==> images/port_trees.png <==
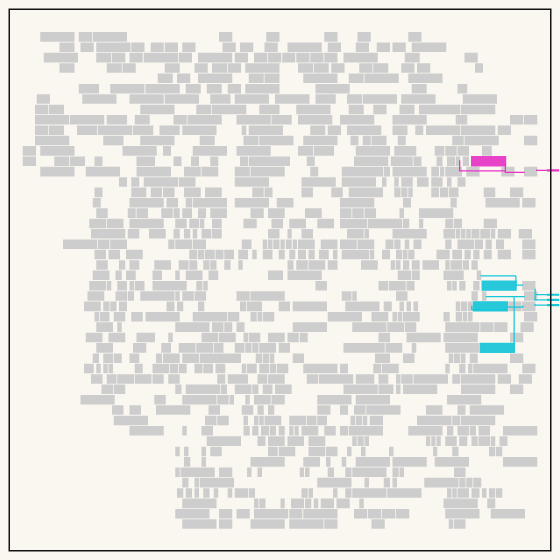
==> images/placed.png <==
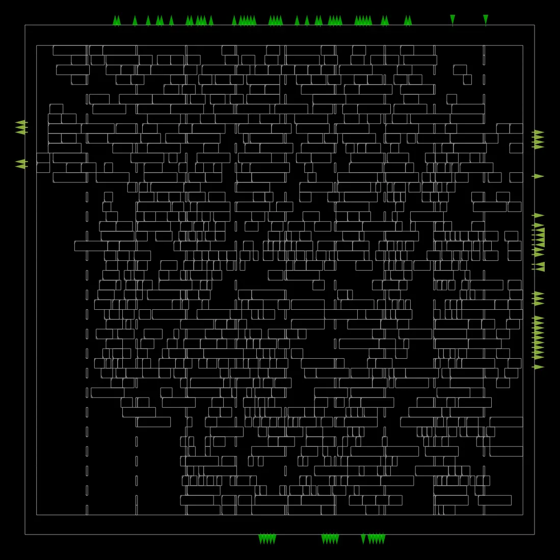
--- src/rtl/atm_keypad_entry_pkg.sv ---
// atm_keypad_entry_pkg: shared key codes, op codes, FSM states, error codes and field limits
package atm_keypad_entry_pkg;
   typedef enum logic [2:0] {S_ACC, S_PIN, S_OP, S_AMT, S_NPIN, S_SEND} state_t;
   localparam logic [3:0] K_ENTER = 4'd10;
   localparam logic [3:0] K_CLEAR = 4'd11;
   localparam logic [3:0] K_CANCEL = 4'd12;
   localparam logic [3:0] K_LANG = 4'd13;
   localparam logic [2:0] OP_BAL = 3'd3;
   localparam logic [2:0] OP_WD = 3'd4;
   localparam logic [2:0] OP_DEP = 3'd5;
   localparam logic [2:0] OP_CHPIN = 3'd6;
   localparam logic [1:0] E_DIGITS = 2'd1;
   localparam logic [1:0] E_ENTER = 2'd2;
   localparam logic [1:0] E_TIMEOUT = 2'd3;
   function automatic logic [3:0] field_max(state_t s, logic [3:0] amt);
      return s == S_ACC ? 4'd2 : (s == S_PIN || s == S_NPIN) ? 4'd4 : s == S_OP ? 4'd1 :
             s == S_AMT ? amt : 4'd0;
   endfunction
endpackage

--- src/rtl/atm_keypad_entry_dec_accum.sv ---
// atm_keypad_entry_dec_accum: decimal-to-binary accumulator with digit counter and limit check
module atm_keypad_entry_dec_accum (
   input  logic        clk,
   input  logic        rst,
   input  logic        clr,
   input  logic        digit_en,
   input  logic [3:0]  digit,
   input  logic [3:0]  max_digits,
   output logic [31:0] value,
   output logic [3:0]  count,
   output logic        overflow
);
   assign overflow = digit_en && count >= max_digits;
   // shift in one decimal digit per accepted key; a digit over the limit is dropped
   always_ff @(posedge clk or posedge rst) begin
      if (rst) begin
         value <= '0;
         count <= '0;
      end else if (clr) begin
         value <= '0;
         count <= '0;
      end else if (digit_en && !overflow) begin
         value <= (value << 3) + (value << 1) + {28'd0, digit};
         count <= count + 4'd1;
      end
   end
endmodule

--- src/rtl/atm_keypad_entry.sv ---
// atm_keypad_entry: keypad front-end assembling an ATM transaction with valid/ready hand-off
module atm_keypad_entry
   import atm_keypad_entry_pkg::*;
#(
   parameter int AMT_DIGITS = 6,
   parameter int TIMEOUT_CYCLES = 1000,
   parameter int NUM_ACCOUNTS = 10
) (
   input  logic        clk,
   input  logic        rst,
   input  logic        key_valid,
   input  logic [3:0]  key_code,
   input  logic        txn_ready,
   output logic        txn_valid,
   output logic [3:0]  acc_num,
   output logic [15:0] pin,
   output logic [2:0]  operation,
   output logic [31:0] amount,
   output logic [15:0] new_pin,
   output logic        language,
   output logic [2:0]  entry_st,
   output logic [3:0]  digit_cnt,
   output logic        err,
   output logic [1:0]  err_code
);
   localparam int TW = $clog2(TIMEOUT_CYCLES + 1);
   state_t st;
   logic [TW-1:0] timer;
   logic [31:0] value;
   logic overflow, key_ok, is_digit, is_enter, is_clear, is_cancel, is_lang;
   logic enter_ok, tmr_on, timeout, acc_clr;
   assign entry_st = st;
   // key decode, field validation and timeout detection; keys are dead while a transaction waits
   always_comb begin
      key_ok = key_valid && st != S_SEND;
      is_digit = key_ok && key_code <= 4'd9;
      is_enter = key_ok && key_code == K_ENTER;
      is_clear = key_ok && key_code == K_CLEAR;
      is_cancel = key_ok && key_code == K_CANCEL;
      is_lang = key_ok && key_code == K_LANG;
      tmr_on = st != S_SEND && (st != S_ACC || digit_cnt != 4'd0);
      timeout = tmr_on && !key_valid && timer == TW'(TIMEOUT_CYCLES - 1);
      enter_ok = st == S_ACC ? (value >= 32'd1 && value <= 32'(NUM_ACCOUNTS)) :
                 (st == S_PIN || st == S_NPIN) ? digit_cnt == 4'd4 :
                 st == S_OP ? (digit_cnt == 4'd1 && value <= 32'd7) :
                 st == S_AMT ? digit_cnt != 4'd0 : 1'b0;
      acc_clr = is_enter || is_clear || is_cancel || timeout;
   end
   atm_keypad_entry_dec_accum u_accum (
      .clk(clk),
      .rst(rst),
      .clr(acc_clr),
      .digit_en(is_digit),
      .digit(key_code),
      .max_digits(field_max(st, 4'(AMT_DIGITS))),
      .value(value),
      .count(digit_cnt),
      .overflow(overflow)
   );
   // inactivity timer: any key restarts it; idle while nothing is pending
   always_ff @(posedge clk or posedge rst) begin
      if (rst) timer <= '0;
      else timer <= (key_valid || !tmr_on || timeout) ? '0 : timer + 1'b1;
   end
   // entry FSM with registered transaction fields, language and error pulse
   always_ff @(posedge clk or posedge rst) begin
      if (rst) begin
         st <= S_ACC;
         txn_valid <= 1'b0;
         acc_num <= '0;
         pin <= '0;
         operation <= '0;
         amount <= '0;
         new_pin <= '0;
         language <= 1'b0;
         err <= 1'b0;
         err_code <= '0;
      end else begin
         err <= 1'b0;
         err_code <= '0;
         if ((st == S_SEND && txn_ready) || is_cancel || timeout) begin
            st <= S_ACC;
            txn_valid <= 1'b0;
            acc_num <= '0;
            pin <= '0;
            operation <= '0;
            amount <= '0;
            new_pin <= '0;
            err <= timeout;
            err_code <= timeout ? E_TIMEOUT : 2'd0;
         end else if (is_lang) begin
            language <= ~language;
         end else if (is_digit && overflow) begin
            err <= 1'b1;
            err_code <= E_DIGITS;
         end else if (is_enter && !enter_ok) begin
            err <= 1'b1;
            err_code <= E_ENTER;
         end else if (is_enter) begin
            case (st)
               S_ACC: begin
                  acc_num <= value[3:0];
                  st <= S_PIN;
               end
               S_PIN: begin
                  pin <= value[15:0];
                  st <= S_OP;
               end
               S_OP: begin
                  operation <= value[2:0];
                  st <= (value[2:0] == OP_WD || value[2:0] == OP_DEP) ? S_AMT :
                        value[2:0] == OP_CHPIN ? S_NPIN : S_SEND;
                  txn_valid <= value[2:0] != OP_WD && value[2:0] != OP_DEP && value[2:0] != OP_CHPIN;
               end
               S_AMT: begin
                  amount <= value;
                  st <= S_SEND;
                  txn_valid <= 1'b1;
               end
               S_NPIN: begin
                  new_pin <= value[15:0];
                  st <= S_SEND;
                  txn_valid <= 1'b1;
               end
               default: ;
            endcase
         end
      end
   end
endmodule
--- config.mk ---
export PLATFORM = sky130hd
export DESIGN_NAME = atm_keypad_entry
export DESIGN_NICKNAME = d
export VERILOG_FILES = /design/src/rtl/atm_keypad_entry_pkg.sv /design/src/rtl/atm_keypad_entry_dec_accum.sv /design/src/rtl/atm_keypad_entry.sv
export SDC_FILE = /design/constraint.sdc
export NUM_CORES = 1
export LEC_CHECK = 0
export CORE_MARGIN = 3
export CORE_UTILIZATION = 39
export DETAILED_ROUTE_END_ITERATION = 12
export PLACE_DENSITY_LB_ADDON = 0.15
export SYNTH_ARGS = -nofsm -noshare
export SYNTH_HDL_FRONTEND = slang
export SYNTH_SLANG_ARGS = --single-unit
export TNS_END_PERCENT = 30
--- constraint.sdc ---
create_clock -name clk -period 5.7 [get_ports clk]
set_input_delay 1.14 -clock clk [delete_from_list [all_inputs] [get_ports clk]]
set_output_delay 1.14 -clock clk [all_outputs]
set_load 0.02 [all_outputs]
==> flow_summary.yaml <==
# flow metrics
floorplanning:
  die_x_um: 142
  fp_util_pct: 40.7
  die_y_um: 142
  coreArea_um2: 17700
  die-area_um2: 20100
placed_design:
  place_congestion: 0.898
  place_ws_ns: 1.10
  post-dp-hpwl_mm: 12.4
  dp.cells: 966
global_routing:
  use_met3_pct: 3.27
  grt_pass1_wl_mm: 29.0
  grt_util_all_layers_pct: 17.9
  met2_usage_pct: 30.1
  busiest_layer: "met2"
  gr-total-overflow: 0
critical_path:
  cp_max_fo: 6
  worstReg2RegEnd: "amount[15]"
  crit_path_frequent_cell: "fa_1"
  worstPathRequired_ns: 6.01
  critPathLaunch: "key_code[3]"
  critPathKind: "input pin to flip-flop"
  crit_buf_inv: 3
  cp-end-kind: "flip-flop"
  rr_startpoint: "entry_st[2]"
  cpPeakStageDelay_ns: 0.60
  cp-start-kind: "input pin"
  r2r_setup_slack_ns: 2.15
  crit_family: "AND-OR/OR-AND gates"
  crit_end: "u_accum.value[28]"
  slowest_stage: "fa_1"
  arrival_ns: 4.46
  reg2reg_depth: 7
  crit_chain: "clkdlybuf4s50_1 > fa_1 > inv_1 > fa_1 > nor2b_1 > o2111a_1 > nor2_1 > a21oi_1 > buf_4 > a211oi_1 > o41ai_1 > xor2_1 > a22o_1"
drt:
  postRouteAntennaNets: 0
  drtIter0Drc: 297
  wl_met1_mm: 7.83
  vias: 5434
  drc_errors: 0
  wl_met2_mm: 8.56
  wire_per_inst_um: 17.4
  dr.pass1.iters: 5
  wirelength_mm: 17.4
synth:
  synth-cells-yosys: 670
  synth-edff-count: 0
  async_flop_share_pct: 100
  fp_nets: 745
  ff_type: "dfrtp_1"
  yosys_warnings: 0
  topCellsByArea: "dfrtp_1 44%, ha_1 11%, mux2_2 5.2%"
  ys_sh_simple_pct: 13.6
  largest_area_cell: "dfrtp_1"
  yosysTopAreaCellShare_pct: 43.6
  syn_area_per_cell_um2: 10.7
  ys_seq_share_pct: 43.6
  mux_area_share_pct: 7.93
  ys_ff: 125
  logic_family: "AND-OR/OR-AND gates"
  ys_area_um2: 7180
  syn_inst: 670
  xor_share_pct: 3.78
  adder_share_pct: 12.0
outcome:
  status: "completed"
power:
  power_leakage_uw: 0.00429
  totalPowerFinal_uw: 5170
timing:
  min_period_ns: 4.15
  skew_ns: 0.0103
  rsz0062_at_grt: "false"
  relSlewSlack_pct: 34.2
  worst_pin_slew_ns: 0.988
  setup_violations: 0
  hold_viol: 0
  setup_slack_ns: 1.55
  fmax_ghz: 0.241
  hold_ws_ns: 0.468
  fin_crit_sh_pct: 72.9
  slew_violations: 0
clock_network:
  cts_hold_buf: 0
  insertion_delay_ns: 0.42
  clock-sinks: 125
  h-tree-depth: 4
  cts_buffers: 17
  clock_path_buffers: 2
  cts_resized: 0
  clk_transition_reported_paths_ns: 0.06
  postCtsSetupBuffers: 0
run:
  warnings: 28
  drv_cap: 0
layout:
  layout-drive-gt1-share_pct: 12.3
  syn2layout_area_growth_pct: 24.2
  n_antenna_cell: 0
  num-nets-final: 835
worst_hold_path:
  holdPathEnd: "language"
  min_path_type: "flip-flop to flip-flop"
  hold_depth: 1
-- port_trees.png (at the start) --
Cyan shows operation, direction output, edge right, end cells 3, buffers 3, wire 63.9 um. Magenta shows txn_valid, direction output, edge right, end cells 1, buffers 1, wire 25.3 um.
I/O Pins: 91
port bufs: 90

-- placed.png (at the start) --
FF+latch count: 125
Cell Rows: 48
# Taps: 225
final cell count without fillers: 997

-- report_power, final --
part,switching [uW],leakage [uW],internal [uW]
sequential,339,0.00167,1200
clock,402,0.000309,797
combinational,1300,0.00231,1130
-- state kept, by name, indices dropped and copies added, names as in the netlist --
| register | cells |
|---|---|
| err | 1 |
| language | 1 |
| err_code | 2 |
| pin | 16 |
| u_accum.value | 32 |
| acc_num | 4 |
| txn_valid | 1 |
| entry_st | 3 |
| timer | 10 |
| u_accum.count | 4 |
| operation | 3 |
| amount | 32 |
| new_pin | 16 |
-- Yosys cell counts (15+ instances only) --
library cell / n
dfrtp_1: 125
nand2_1: 74
ha_1: 65
o21ai_0: 43
mux2_2: 33
a22o_1: 30
a21oi_1: 26
nor2_1: 26
and2_1: 21
a21o_1: 18
xor2_1: 17
inv_1: 15
nand3_1: 15
-- cells in the final DEF, fill, tap and decap left out, drive strengths merged, types with 11 or more instances in the layout --
| cell type | count |
|---|---|
| mux2 | 46 |
| inv | 15 |
| o21ai | 43 |
| clkdlybuf4s50 | 90 |
| xnor2 | 14 |
| dfrtp | 125 |
| nor4 | 11 |
| ha | 65 |
| xor2 | 17 |
| a21oi | 28 |
| nor2 | 27 |
| nand3 | 15 |
| a21o | 18 |
| and2 | 22 |
| a22o | 30 |
| clkbuf | 21 |
| nand2 | 75 |
-- area by class of cell --
class                   count  area [um2]
flip-flops and latches    125        3130
repair buffers             95         938
well taps                 225         282
multi-input cells         506        3870
clock buffers              21         460
inverters                  15        58.8
clock inverters            10         188
fillers                  1603        8740
-- stage by stage --
| stage | utilization, % | cell area (um2) |
|---|---|---|
| after floorplan | - | 7180 |
| after global placement | 46.9 | 8270 |
| after detailed placement | 46.9 | 8270 |
| after CTS | 50.5 | 8920 |
| after global routing | 50.5 | 8920 |
| final | 50.5 | 8920 |
No activity file was given, so power comes from the tool's default toggle rates.
